**src/rtl/dummy_arbiter.sv**
```systemverilog
// Round-robin arbiter sharing one dummy datapath among NUM_REQ requesters.
// Define DUMMY_ARBITER_BURST_EN to allow up to BURST_LEN back-to-back grants.
module dummy_arbiter #(
  parameter int DATA_W    = 128,
  parameter int NUM_REQ   = 4,
  parameter int LATENCY   = 1,
  parameter int BURST_LEN = 4
) (
  input  logic                      clk_i,
  input  logic                      reset_i,
  input  logic                      enable_i,
  output logic                      idle_o,
  input  logic [NUM_REQ-1:0]        req_valid_i,
  output logic [NUM_REQ-1:0]        req_ready_o,
  input  logic [NUM_REQ*DATA_W-1:0] req_data_i,
  output logic [DATA_W-1:0]         dp_data_o,
  input  logic [DATA_W-1:0]         dp_data_i,
  output logic [NUM_REQ-1:0]        rsp_valid_o,
  output logic [DATA_W-1:0]         rsp_data_o
);

  localparam int PW = $clog2(NUM_REQ);
  // Also counts the item whose response is on the bus this cycle.
  localparam int CW = $clog2(LATENCY + 3);

  typedef enum logic [1:0] {
    S_IDLE,
    S_RUN,
    S_DRAIN
  } state_t;

  state_t             r_state;
  logic               r_idle;
  logic [PW-1:0]      r_ptr;
  logic [DATA_W-1:0]  r_dp;
  logic [NUM_REQ-1:0] r_tag [0:LATENCY];
  logic [NUM_REQ-1:0] r_rsp;
  logic [CW-1:0]      r_cnt;

  logic               w_found;
  logic [PW-1:0]      w_j;
  logic [PW-1:0]      w_idx;
  logic [NUM_REQ-1:0] w_grant;
  logic               w_rsp_any;
  logic [CW-1:0]      w_cnt_nxt;
  logic [PW-1:0]      w_idx_inc;
  logic [PW-1:0]      w_ptr_inc;

  function automatic logic [PW-1:0] wrap_inc(
    input logic [PW-1:0] p
  );
    if (p == PW'(NUM_REQ - 1)) begin
      return '0;
    end
    return p + PW'(1);
  endfunction

  always_comb begin
    w_found = 1'b0;
    w_idx   = r_ptr;
    w_j     = r_ptr;
    w_grant = '0;
    if (r_state == S_RUN && enable_i) begin
      for (int k = 0; k < NUM_REQ; k++) begin
        w_j = PW'((int'(r_ptr) + k) % NUM_REQ);
        if (!w_found && req_valid_i[w_j]) begin
          w_found = 1'b1;
          w_idx   = w_j;
        end
      end
    end
    if (w_found) begin
      w_grant[w_idx] = 1'b1;
    end
  end

  assign w_rsp_any = |r_rsp;
  assign w_idx_inc = wrap_inc(w_idx);
  assign w_ptr_inc = wrap_inc(r_ptr);

  always_comb begin
    w_cnt_nxt = r_cnt;
    if (w_found && !w_rsp_any) begin
      w_cnt_nxt = r_cnt + CW'(1);
    end else if (!w_found && w_rsp_any) begin
      w_cnt_nxt = r_cnt - CW'(1);
    end
  end

`ifdef DUMMY_ARBITER_BURST_EN
  localparam int BW = $clog2(BURST_LEN + 1);

  logic [BW-1:0] r_burst;
  logic [BW-1:0] w_burst_nxt;

  assign w_burst_nxt =
    (r_burst != '0 && w_idx == r_ptr) ?
    r_burst + BW'(1) : BW'(1);

  always_ff @(posedge clk_i) begin
    if (reset_i) begin
      r_ptr   <= '0;
      r_burst <= '0;
    end else if (w_found) begin
      if (w_burst_nxt == BW'(BURST_LEN)) begin
        r_ptr   <= w_idx_inc;
        r_burst <= '0;
      end else begin
        r_ptr   <= w_idx;
        r_burst <= w_burst_nxt;
      end
    end else if (r_burst != '0) begin
      r_ptr   <= w_ptr_inc;
      r_burst <= '0;
    end
  end
`else
  logic w_unused_burst;
  assign w_unused_burst = ^BURST_LEN ^ ^w_ptr_inc;

  always_ff @(posedge clk_i) begin
    if (reset_i) begin
      r_ptr <= '0;
    end else if (w_found) begin
      r_ptr <= w_idx_inc;
    end
  end
`endif

  always_ff @(posedge clk_i) begin
    if (reset_i) begin
      r_state <= S_IDLE;
      r_idle  <= 1'b1;
      r_dp    <= '0;
      r_rsp   <= '0;
      r_cnt   <= '0;
      for (int j = 0; j <= LATENCY; j++) begin
        r_tag[j] <= '0;
      end
    end else begin
      if (w_found) begin
        r_dp <= req_data_i[int'(w_idx)*DATA_W +: DATA_W];
      end
      r_tag[0] <= w_grant;
      for (int j = 1; j <= LATENCY; j++) begin
        r_tag[j] <= r_tag[j-1];
      end
      r_rsp <= r_tag[LATENCY];
      r_cnt <= w_cnt_nxt;
      unique case (r_state)
        S_IDLE: begin
          if (enable_i) begin
            r_state <= S_RUN;
            r_idle  <= 1'b0;
          end
        end
        S_RUN: begin
          if (!enable_i) begin
            r_state <= S_DRAIN;
          end
        end
        S_DRAIN: begin
          if (enable_i) begin
            r_state <= S_RUN;
          end else if (w_cnt_nxt == '0) begin
            r_state <= S_IDLE;
            r_idle  <= 1'b1;
          end
        end
        default: begin
          r_state <= S_IDLE;
          r_idle  <= 1'b1;
        end
      endcase
    end
  end

  assign idle_o      = r_idle;
  assign req_ready_o = w_grant;
  assign dp_data_o   = r_dp;
  assign rsp_valid_o = r_rsp;
  assign rsp_data_o  = w_rsp_any ? dp_data_i : '0;

endmodule

```
**config.mk**
```make
export PLATFORM = sky130hd
export DESIGN_NAME = dummy_arbiter
export DESIGN_NICKNAME = d
export VERILOG_FILES = /design/src/rtl/dummy_arbiter.sv
export SDC_FILE = /design/constraint.sdc
export NUM_CORES = 1
export LEC_CHECK = 0
export CAP_MARGIN = 5
export CORE_AREA = 3 3 354 356
export CTS_BUF_LIST = sky130_fd_sc_hd__clkbuf_4 sky130_fd_sc_hd__clkbuf_8
export DETAILED_ROUTE_END_ITERATION = 8
export DIE_AREA = 0 0 357 359
export GPL_TIMING_DRIVEN = 1
export PLACE_DENSITY = 0.35
export SETUP_SLACK_MARGIN = 0.5
export SYNTH_ARGS = -nofsm -noshare
export SYNTH_HDL_FRONTEND = slang
export SYNTH_SLANG_ARGS = --single-unit
```
**constraint.sdc**
```tcl
create_clock -name clk_i -period 2.1 [get_ports clk_i]
set_input_delay 0.21 -clock clk_i [delete_from_list [all_inputs] [get_ports clk_i]]
set_output_delay 0.21 -clock clk_i [all_outputs]
set_load 0.01 [all_outputs]
```
Run 1, signal wires on met1:
Supply wires on this layer in grey. Cells faint in the background.
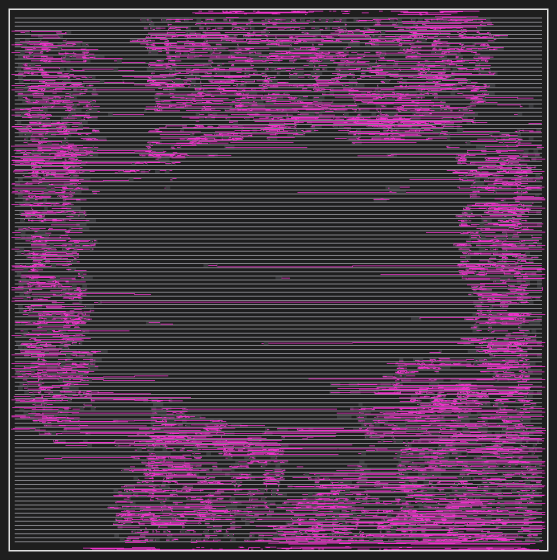
nets with wire on the layer	3204
longest straight run	262 um

Run 1, nets reached from selected ports:
Scale bar: 100 um.
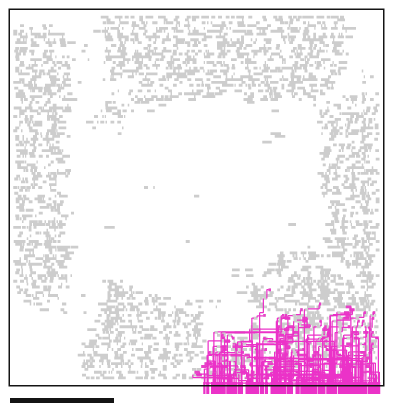
port	colour	bits	direction	edge	end cells	wire
dp_data_i	magenta	128	input	bottom	128	7270 um

Run 1, routing congestion:
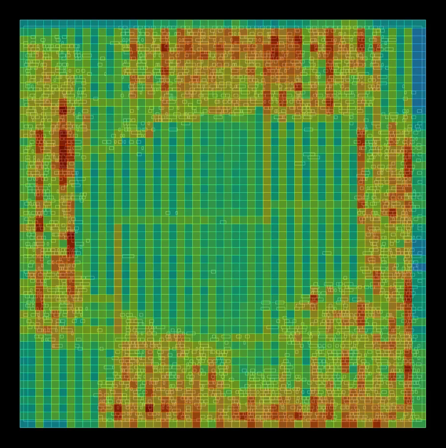
met2 Use GR: 0.246
Total GRT Usage: 0.142
GRT busiest layer: met2
post-layout util: 0.247
Wirelength per Cell: 21.5 um

Run 1, sequential cells coloured by netlist name:
Other sequential cells in the stronger grey, the rest of the logic in the fainter grey.
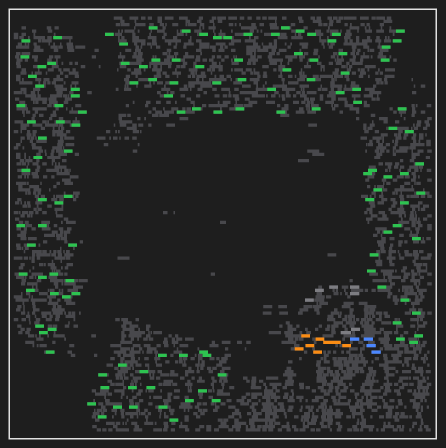
name in the netlist	colour	placed flops	where
r_tag	orange	8	lower right
rsp_valid_o	blue	4	lower right
dp_data_o	green	128	spread over the die

==> metrics.yaml, run 1 <==
clock_tree:
  cts_tree: "done"
  clk_latency_ps: 630
  hold_buffers: 0
  post_cts_resized: 766
  cts_root_buf: "clkbuf_8"
  cts_sinks: 147
  postCtsSetupBuffers: 70
  clk_pin_slew_ps: 110
  cts-buffers-inserted: 17
  htreeDepth: 4
final_layout:
  final_common_cell: "clkdlybuf4s50_1"
  buf_share: 0.472
  flops: 147
  fin_cells: 4492
  seq_share: 0.0981
  signal_buffers: 1322
  largest_class: "non-clock buffers"
  insertedDiodeCount: 11
  nets: 3497
  flop_area_um2: 2950
  sh_comb_area: 0.316
  drive_above_1_share: 0.308
  fin_area_um2: 30100
  fill_cells: 13400
  clock_buffers: 19
  num-multi-input-gates: 1099
  num-nonclk-inverters: 259
  final-clk-cell-share: 0.0138
  lay_top_cells: "clkdlybuf4s50_1 (778), inv_1 (258), a211oi_1 (248), nor2_1 (246), buf_4 (205)"
route:
  drt-pass1-iter-count: 4
  drc: 0
  route.met2.wl_mm: 47.8
  vias: 16600
  drtIter0Drc: 686
  drt-met1-wl_mm: 40.8
  viasPerCell: 3.70
  met3WireLength_mm: 6.65
  ant_nets: 0
  drt-total-wl_mm: 96.4
floorplanning:
  die_x_um: 357
  tapcell.inserted: 1625
  core_um2: 122000
  die_area_um2: 128000
  fp_util: 0.104
  die_y_um: 359
yosys:
  yosys_cells: 1676
  synth_top_cell_by_count: "inv_1"
  ys_dominant_reg_cell: "dfxtp_1"
  edf_count: 0
  synth_warnings: 0
  yosys.area.top_type: "dfxtp_1"
  ys_chip_area_um2: 12700
  postSynthSeqShare: 0.232
  async_flop_share: 0
  ys_sh_simple: 0.201
  synth-seq-cells: 147
  synth_area_um2: 12700
  syn_avg_cell_area_um2: 7.57
  fa_ha_area_frac: 0.00395
  top_cell_area_share: 0.232
  synth.distinct_cells: 41
  synthCells: 1676
  synth.top_cells.by_count: "inv_1 (258), a211oi_1 (257), nor2_1 (257), dfxtp_1 (147), nor2b_1 (142)"
  synthTopCellsByArea: "dfxtp_1 (23%), a211oi_1 (15%), o311ai_2 (13%)"
  xor_area_frac: 0.00207
  synthTopLogicFamily: "AND-OR/OR-AND gates"
  ys_sh_mux: 0.108
  postSynthNetCount: 2327
final_timing:
  setup_tns_ps: -77850
  worst_slew_pin_slew_ps: 620
  rsz0062_at_grt: "true"
  min_period_ps: 2700
  maxSlewHeadroom: 0.584
  setup_viol: 260
  timing.hold.ws_ps: 206
  hold_violations: 0
  setup_ws_ps: -604
  clock.fmax_ghz: 0.370
  period_used_share: 1.29
pwr:
  switchingPower_uw: 2820
  pwr-share-comb: 0.368
  switching_share: 0.309
  power_uw: 9130
  irDropWorstVdd_mv: 0.548
  power_density_nw_per_um2: 303
  clkPwrFrac: 0.306
  p_int_uw: 6310
critical_path:
  crit_path_end_kind: "primary output"
  crit_type: "reg -> out"
  path_max_fanout: 3
  cp.arrival_ps: 2490
  slowest_delay_ps: 580
  path_cells: "mux4_2 -> nor2_2 -> o21ai_2 -> o31a_1 -> buf_6 -> ha_4 -> and2_4 -> buf_6"
  worst-path-buf-inv: 2
  critPathSlowestCell: "mux4_2"
  start_kind: "flip-flop"
  critPathTopFamily: "multiplexers"
  path_common_cell: "buf_6"
  required_ps: 1890
grt:
  use_met3: 0.0484
  grt_pass1_wl_mm: 131
  antenna_found_initial: 17
  gr-total-overflow: 0
  grt_pass1_vias: 17500
  grt_max_degree: 74
place:
  dpl.cell_count: 4294
  port_buffers: 911
  routabilityCongestion: 0.826
  dpl.hpwl_mm: 75.0
  post-place-ws_ps: -1050
flow_run:
  tool_warnings: 32
worst_hold_path:
  hp-class: "in -> reg"
status:
  status: "finished, violations left"
  violations: "negative setup slack"
## run 1: registers in the layout, summed over array words and instances, names as in the netlist
register and count:
rsp_valid_o 4, idle_o 1, r_cnt 2, r_ptr 2
dp_data_o 128, r_tag 8, r_state 2
## run 1: path summary, 6_finish.rpt
path	from	endpoint	slack, ps	depth (start not counted)
worst max-delay path	r_ptr[1]	req_ready_o[2]	-600	8
worst min-delay path	req_data_i[288]	dp_data_o[32]	210	3
worst max register to register	r_ptr[1]	dp_data_o[52]	-420	13
worst min register to register	r_tag[0][3]	r_tag[1][3]	440	1
## run 1: power groups by stage
stage | clock network [uW] | logic, uW | registers [uW]
global placement | 0 | 2980 | 3040
finish | 2790 | 3360 | 2980
global route | 3040 | 3580 | 3000
detailed placement | 0 | 2970 | 3040
floorplan | 0 | 832 | 3080
CTS | 3010 | 3170 | 2980
--- run 2 (diff from run 1) ---
--- a/config.mk
+++ b/config.mk
@@ -5,7 +5,6 @@
 export SDC_FILE = /design/constraint.sdc
 export NUM_CORES = 1
 export LEC_CHECK = 0
-export CAP_MARGIN = 5
 export CORE_AREA = 3 3 354 356
 export CTS_BUF_LIST = sky130_fd_sc_hd__clkbuf_4 sky130_fd_sc_hd__clkbuf_8
 export DETAILED_ROUTE_END_ITERATION = 8
Run 2, signal wires on met1:
Supply wires on this layer in grey. Cells faint in the background.
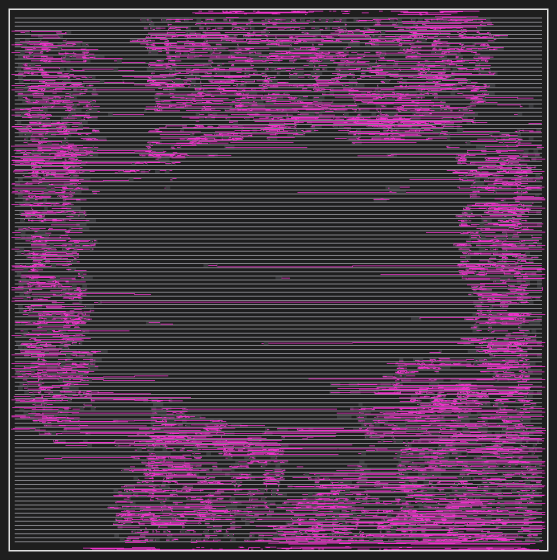
main direction	horizontal
wire length on this layer	40.8 mm

Run 2, sequential cells coloured by netlist name:
Other sequential cells in the stronger grey, the rest of the logic in the fainter grey.
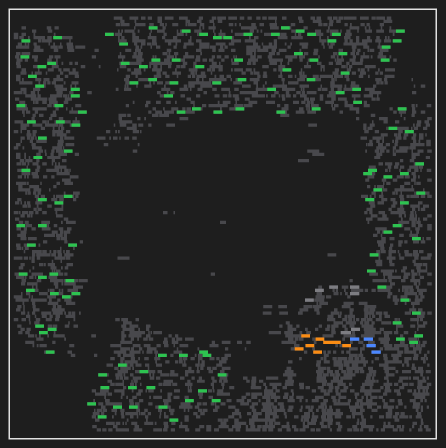
name in the netlist	colour	placed flops	where
rsp_valid_o	blue	4	lower right
dp_data_o	green	128	spread over the die
r_tag	orange	8	lower right
not coloured	7

==> run 2 against run 1 <==
  * The run still ends with negative setup slack left
  * Cell count unchanged
  * Design area unchanged
  * Register-to-register slack about the same
  * Global-route usage unchanged
  * Worst hold slack unchanged
  * First-iteration DRC count unchanged
  * Via count unchanged
  * Critical path type unchanged
==> metrics.yaml, run 2 <==
status:
  status: "finished, violations left"
  violations: "negative setup slack"
yosys:
  yosys_cells: 1676  # unchanged
  synthTopCellsByArea: "dfxtp_1 (23%), a211oi_1 (15%), o311ai_2 (13%)"
  synth_area_um2: 12700  # unchanged
  ys_dominant_reg_cell: "dfxtp_1"
  synth_top_cell_by_count: "inv_1"
  synth.distinct_cells: 41  # unchanged
  syn_avg_cell_area_um2: 7.57  # unchanged
  top_cell_area_share: 0.232  # unchanged
  postSynthSeqShare: 0.232  # unchanged
  yosys.area.top_type: "dfxtp_1"
  edf_count: 0  # unchanged
  synth.top_cells.by_count: "inv_1 (258), a211oi_1 (257), nor2_1 (257), dfxtp_1 (147), nor2b_1 (142)"
final_timing:
  rsz0062_at_grt: "true"
  hold_violations: 0  # unchanged
  min_period_ps: 2700  # unchanged
  maxSlewHeadroom: 0.584  # unchanged
  period_used_share: 1.29  # unchanged
  timing.hold.ws_ps: 206  # unchanged
  clock.fmax_ghz: 0.370  # unchanged
  setup_ws_ps: -604  # unchanged
  worst_slew_pin_slew_ps: 620  # unchanged
  setup_viol: 260  # unchanged
flow_run:
  tool_warnings: 32  # unchanged
clock_tree:
  postCtsSetupBuffers: 70  # unchanged
  hold_buffers: 0  # unchanged
  htreeDepth: 4  # unchanged
  clk_pin_slew_ps: 110  # about the same
  cts-buffers-inserted: 17  # unchanged
  cts_sinks: 147  # unchanged
  post_cts_resized: 766  # unchanged
route:
  drc: 0  # unchanged
  drtIter0Drc: 686  # unchanged
  viasPerCell: 3.70  # unchanged
  drt-pass1-iter-count: 4  # unchanged
  ant_nets: 0  # unchanged
  drt-total-wl_mm: 96.4  # unchanged
final_layout:
  nets: 3497  # unchanged
  fin_area_um2: 30100  # unchanged
  fin_util: 0.247  # unchanged
  final_common_cell: "clkdlybuf4s50_1"
  drive_above_1_share: 0.308  # unchanged
  largest_reg_flops: 128  # unchanged
  flop_area_um2: 2950  # unchanged
  fill_cells: 13400  # unchanged
floorplanning:
  core_um2: 122000  # unchanged
  fp_util: 0.104  # unchanged
  die_x_um: 357  # unchanged
  die_area_um2: 128000  # unchanged
  die_y_um: 359  # unchanged
critical_path:
  required_ps: 1890  # about the same
  path_common_cell: "buf_6"
  path_cells: "mux4_2 -> nor2_2 -> o21ai_2 -> o31a_1 -> buf_6 -> ha_4 -> and2_4 -> buf_6"
  critPathTopFamily: "multiplexers"
  r2r_end: "dp_data_o[52]"
  start_kind: "flip-flop"
  crit_path_end_kind: "primary output"
  crit_end: "req_ready_o[2]"
  worst-path-buf-inv: 2  # unchanged
  critPathSlowestCell: "mux4_2"
  r2r_setup_slack_ps: -420  # about the same
  cp.depth: 8  # unchanged
  crit_start: "r_ptr[1]"
  reg2regPathDepth: 13  # unchanged
  cp.arrival_ps: 2490  # about the same
grt:
  grt_pass1_wl_mm: 131  # unchanged
  grt-busiest-layer: "met2"
  antenna_found_initial: 17  # unchanged
  gr-total-overflow: 0  # unchanged
  grt_use_total: 0.142  # unchanged
  grt_pass1_vias: 17500  # unchanged
  met2_usage: 0.246  # unchanged
pwr:
  pwr-share-comb: 0.368  # about the same
  p_seq_uw: 2980  # about the same
  irDropWorstVdd_mv: 0.548  # unchanged
  power_uw: 9130  # unchanged
  p_comb_uw: 3360  # about the same
  power_density_nw_per_um2: 303  # unchanged
  maxPowerGroup: "combinational logic"
  switchingPower_uw: 2820  # unchanged
place:
  routabilityCongestion: 0.826  # unchanged
  dpl.cell_count: 4294  # unchanged
  dpl.hpwl_mm: 75.0  # unchanged
worst_hold_path:
  hp-class: "in -> reg"
  min_to: "dp_data_o[32]"
  whs_path_depth: 3  # unchanged
  worstHoldStart: "req_data_i[288]"
Run 2, routing congestion:
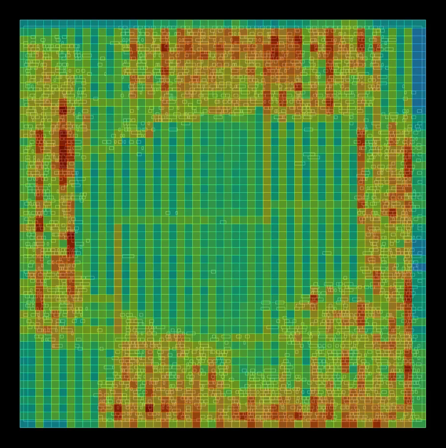
GR Util met1: 0.168
GR Util met3: 0.0484

## run 2: cell counts after synthesis
Identical to the previous run, type by type.
## run 2: area by class of cell
| cell class | count | share of cell area |
|---|---|---|
| clock buffer | 19 | 0.00847 |
| tap | 1625 | 0.0675 |
| timing repair buffer | 1322 | 0.472 |
| clock inverter | 10 | 0.00532 |
| multi-input combinational | 1099 | 0.316 |
| inverter | 259 | 0.0324 |
| sequential | 147 | 0.0981 |
| antenna | 11 | 0.000914 |
## run 2: logic make-up after synthesis
| kind of cell | share of synthesized area |
|---|---|
| AOI/OAI and AO/OA | 0.307 |
| xor gates and xnor gates | 0.00207 |
| adders and majority gates | 0.00395 |
| buffers and inverters | 0.146 |
| DFF | 0.232 |
| muxes | 0.108 |
| and+or+nand+nor | 0.201 |
Power is estimated from default activity; no workload was simulated.
